--- src/rtl/pc_fetch.sv ---
// Instruction-fetch stage: owns the PC, fetches one word at a time and
// holds it for the control decoder until the next-PC select resolves it.
module pc_fetch #(
  parameter int unsigned         ADDR_W   = 32,
  parameter logic [ADDR_W-1:0]   RESET_PC = '0
) (
  input  logic              clk,
  input  logic              rst_n,
  output logic              imem_req,
  output logic [ADDR_W-1:0] imem_addr,
  input  logic [31:0]       imem_rdata,
  input  logic              imem_ready,
  output logic [31:0]       instr,
  output logic [4:0]        opcode,
  output logic              instr_valid,
  output logic [ADDR_W-1:0] pc_out,
  input  logic [2:0]        pc_sel,
  input  logic              pc_sel_valid,
  input  logic              branch_cond,
  input  logic [ADDR_W-1:0] rs_value,
  output logic              halted,
  output logic              misalign_err
);

  typedef enum logic [1:0] {
    S_IDLE,
    S_FETCH,
    S_ISSUE,
    S_HALT
  } state_e;

  state_e              state_q, state_d;
  logic [ADDR_W-1:0]   pc_q, pc_d;
  logic [31:0]         instr_q, instr_d;
  logic                mis_q, mis_d;

  logic [ADDR_W-1:0]   pc_plus4;
  logic [ADDR_W-1:0]   br_off;
  logic [ADDR_W-1:0]   npc;

  assign pc_plus4 = pc_q + ADDR_W'(4);
  assign br_off   = {{(ADDR_W-18){instr_q[15]}}, instr_q[15:0], 2'b00};

  always_comb begin
    npc = pc_plus4;
    case (pc_sel)
      3'b001:  npc = branch_cond ? pc_plus4 + br_off : pc_plus4;
      3'b010:  npc = {pc_plus4[ADDR_W-1:28], instr_q[25:0], 2'b00};
      3'b011:  npc = {rs_value[ADDR_W-1:2], 2'b00};
      3'b100:  npc = pc_q;
      default: npc = pc_plus4;
    endcase
  end

  always_comb begin
    state_d = state_q;
    pc_d    = pc_q;
    instr_d = instr_q;
    mis_d   = mis_q;
    unique case (state_q)
      S_IDLE:  state_d = S_FETCH;
      S_FETCH: begin
        if (imem_ready) begin
          instr_d = imem_rdata;
          state_d = S_ISSUE;
        end
      end
      S_ISSUE: begin
        if (pc_sel_valid) begin
          if (pc_sel == 3'b111) begin
            state_d = S_HALT;
          end else begin
            pc_d    = npc;
            state_d = S_FETCH;
            if (pc_sel == 3'b011 && rs_value[1:0] != 2'b00)
              mis_d = 1'b1;
          end
        end
      end
      S_HALT:  state_d = S_HALT;
    endcase
  end

  always_ff @(posedge clk or negedge rst_n) begin
    if (!rst_n) begin
      state_q <= S_IDLE;
      pc_q    <= RESET_PC;
      instr_q <= '0;
      mis_q   <= 1'b0;
    end else begin
      state_q <= state_d;
      pc_q    <= pc_d;
      instr_q <= instr_d;
      mis_q   <= mis_d;
    end
  end

  // Outputs decode straight from state so reset drops imem_req at once
  assign imem_req     = (state_q == S_FETCH);
  assign imem_addr    = pc_q;
  assign instr        = instr_q;
  assign opcode       = instr_q[31:27];
  assign instr_valid  = (state_q == S_ISSUE);
  assign pc_out       = pc_q;
  assign halted       = (state_q == S_HALT);
  assign misalign_err = mis_q;

endmodule

--- config.mk ---
export PLATFORM = sky130hd
export DESIGN_NAME = pc_fetch
export DESIGN_NICKNAME = d
export VERILOG_FILES = /design/src/rtl/pc_fetch.sv
export SDC_FILE = /design/constraint.sdc
export NUM_CORES = 1
export LEC_CHECK = 0
export ABC_CLOCK_PERIOD_IN_PS = 5700
export CORE_MARGIN = 2
export CORE_UTILIZATION = 30
export DETAILED_ROUTE_END_ITERATION = 10
export PLACE_DENSITY_LB_ADDON = 0.2
export REMOVE_ABC_BUFFERS = 1
export SYNTH_ARGS = -nofsm -noshare
export SYNTH_HDL_FRONTEND = slang
export SYNTH_SLANG_ARGS = --single-unit
--- constraint.sdc ---
create_clock -name clk -period 5.7 [get_ports clk]
set_input_delay 0.57 -clock clk [delete_from_list [all_inputs] [get_ports clk]]
set_output_delay 0.57 -clock clk [all_outputs]
set_load 0.005 [all_outputs]
==> results.md <==
| Stage | Parameter | This run |
|---|---|---|
| job | Count of max-cap constraint violations | 0 |
| synthesis | Number of enable-type register cells in the synthesized netlist | 0 |
| worst setup path | Category of the critical setup timing path | reg2reg |
| synthesis | Main flop type after synthesis | dfrtp_1 |
| worst setup path | CP top delay family | simple AND/OR/NAND/NOR gates |
| synthesis | Flip-flop and latch count after synthesis | 65 |
| sta | Final total negative setup slack | 0 ns |
| global routing | Met1 routing resource usage after global routing | 0.2419 |
| cts | Buffer levels on the longest clock path | 2 |
| floorplanning | Vertical die dimension | 145.1 microns |
| power | Leakage | 3.361 nW |
| worst setup path | Buffers & Inverters on Critical Path | 0 |
| worst setup path | Worst Setup SP | imem_addr[6] |
| worst setup path | Worst-path fanout max | 7 |
| placement | Weighted congestion reported at the end of routability-driven placement | 0.8544 |
| global routing | Via count of the first global-routing pass | 5768 |
| job | Tally of OpenROAD warnings | 29 |
| global routing | Overall fraction of global-route tracks in use | 0.1871 |
| synthesis | Mean area per synthesized cell | 8.140 sq um |
| cts | Deepest level of the CTS H-tree | 3 |
| outcome | Run status | finished clean |
| placement | Worst setup timing slack at the placement stage | 1.657 ns |
| sta | Number of slew-limit violations in the final report | 0 |
| synthesis | Sequential fraction of the synthesis area | 0.2723 |
| worst setup path | Critical Path End Type | register |
| sta | Number of endpoints failing setup at the final stage | 0 |
| floorplanning | Die extent in x | 145.1 microns |
| routing | Wire length reported by the detailed router | 19.59 mm |
| worst setup path | Worst path arrival time | 4.35 ns |
| cts | Clock transition at the register clock pins on the worst setup and hold paths after CTS | 0.06 ns |
| power | Ratio of total power to cell area | 546.6 nW/um^2 |
| sta | Number of hold violations in the final report | 0 |
| routing | Remaining antenna violation count after routing | 0 |
| cts | Insertion Delay late pin | 0.35 ns |
| cts | CTS buffer count | 9 |
| sta | Max_slew headroom | 0.3502 |
| global routing | Overflow left after global routing | 0 |
| sta | Fin Clk Skew | 0.009253 ns |
| power | Worst IR Drop VDD | 202.3 uV |
| worst setup path | Biggest cell delay along the critical path | 0.51 ns |
| routing | 1st-iter DRT viols | 303 |
| placement | Detail Placement HPWL | 14.63 mm |
| synthesis | Ys Warns | 0 |
| worst setup path | R2r endpoint | imem_addr[30] |
| cts | Count of instances resized after the clock tree is built | 0 |
| floorplanning | Area inside the core boundary | 19530 sq um |
| global routing | Maximum number of pins on one net before global-route repair | 66 |
| routing | DRC | 0 |
| worst setup path | Worst R2R Start | imem_addr[6] |
| worst hold path | Type of the worst min-delay path | in2async |
| power | Overall power after layout | 0.004343 W |
| worst setup path | Startpoint type of the worst setup path | register |
| synthesis | Fraction of synthesis flops using an asynchronous set or reset pin | 1.000 |
| finish | Area growth from synthesis to layout | 32.98% |
| synthesis | Yosys Instances | 734 |
| finish | Finished Cell Area | 7945 sq um |
| finish | Most frequent cells in the layout | clkdlybuf4s50_1 (170), nand2_1 (81), nor2_1 (79) |
| synthesis | Cell Type Count | 67 |
| cts | TritonCTS clock tree | yes |
| cts | Post-CTS Setup Bufs | 0 |
| global routing | Grt met2 use | 0.3148 |
| finish | Share of cells above drive strength 1 | 0.08943 |
| finish | Final net count | 963 |
| sta | Setup slack of the critical path after layout | 1.641 ns |
| placement | Dpl cell area | 7657 sq um |
| finish | Final standard cell utilization of the core | 0.4069 |
sequential cells by signal, summed over array words and instances, names as in the netlist:
register	count
misalign_err	1
instr	32
imem_addr	30
state_q	2
cell type report:
cell class / count / area [sq um]
Clock buffer: 10 / 229.0
Clock inverter: 6 / 58.81
Fill cell: 2034 / 11580
Inverter: 18 / 67.56
Multi-Input combinational cell: 581 / 3850
Sequential cell: 65 / 1627
Tap cell: 265 / 331.6
Timing Repair Buffer: 181 / 1782
synthesized netlist by cell type (18+ instances only):
master    number  area (sq um)
dfrtp_1       65          1627
buf_4         40         300.3
nand3_1       22         110.1
ha_1          34         425.4
xor2_1        21         183.9
o21ai_0       47         235.2
a21oi_1       57         285.3
inv_1         18         67.56
xnor2_1       29         254.0
clkbuf_1      22         82.58
mux2_2        33         371.6
nand2_1       81         304.0
nor2_1        79         296.5
a21o_1        18         135.1
routing by layer:
| metal | wire length [microns] | vias to the layer above |
|---|---|---|
| met1 | 8880 | 2764 |
| met2 | 9393 | 143 |
| met4 | 462 | 0 |
| met5 | 0 | - |
| met3 | 852 | 23 |
| li1 | - | 2829 |
report_power, final:
group	internal [W]	leakage (nW)	switching, W
registers	0.000674	0.785	0.000356
logic	0.00146	2.43	0.00129
clock network	0.000336	0.146	0.000222
cell families (layout without fill, tap and decap cells):
logic type | Yosys count | after routing | synth area share
DFF | 65 | 65 | 0.2723
muxes | 47 | 47 | 0.08565
and+or+nand+nor | 247 | 247 | 0.1971
AOI/OAI and AO/OA | 198 | 198 | 0.2113
xor gates and xnor gates | 50 | 50 | 0.07330
adders and majority gates | 35 | 35 | 0.07456
buffers and inverters | 91 | 215 | 0.08524
other | 1 | 4 | 0.0006277
Fig. 1: sequential cells coloured by netlist name
Other sequential cells in the stronger grey, the rest of the logic in the fainter grey.
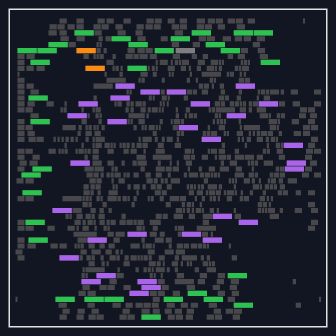
legend:
  imem_addr:
    colour: purple
    flops: 30
  instr:
    colour: green
    flops: 32
    where: widely spread
  state_q:
    colour: orange
    flops: 2

Fig. 2: logic cells by family
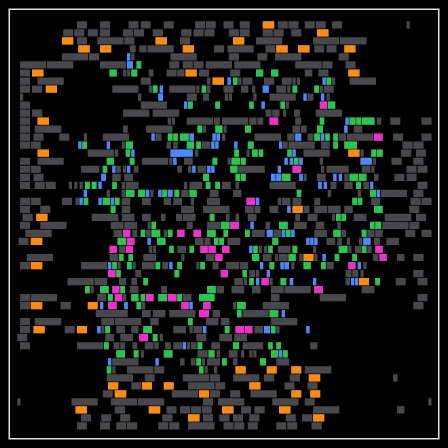
legend:
  aoi and oai cells:
    colour: green
    cells: 164
    most_used: a21oi_1
  nor cells:
    colour: blue
    cells: 94
    most_used: nor2_1
  non-inverting ao/oa cells:
    colour: magenta
    cells: 34
    most_used: a21o_1
  mux cells:
    colour: orange
    cells: 47
    most_used: mux2_2
    where: widely spread

Fig. 3: close-up of the layout
Window x 11 to 61, y 84 to 134 microns. Cells in grey, sequential cells in the stronger grey; small squares are vias.
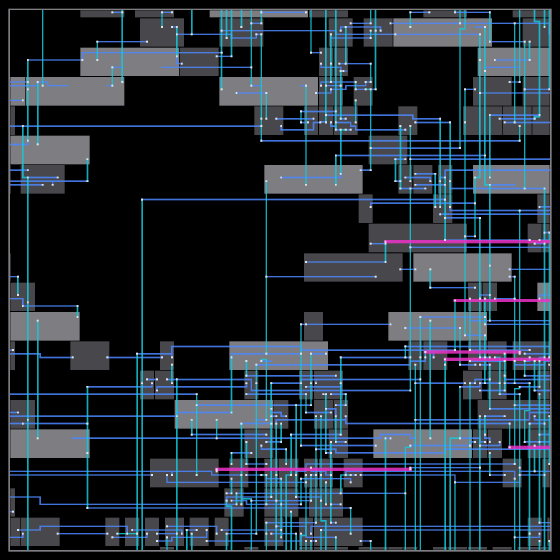
legend:
  M3:
    colour: magenta
  M1:
    colour: blue
  M2:
    colour: cyan
netlist names of flops here include: instr (8), imem_addr (5), state_q (2)
sequential cells in the window: 15
cells with their middle in the window: 95
most frequent: nand2_1 (15), dfrtp_1 (15), nor2_1 (11)

Power and IR drop assume default switching activity.
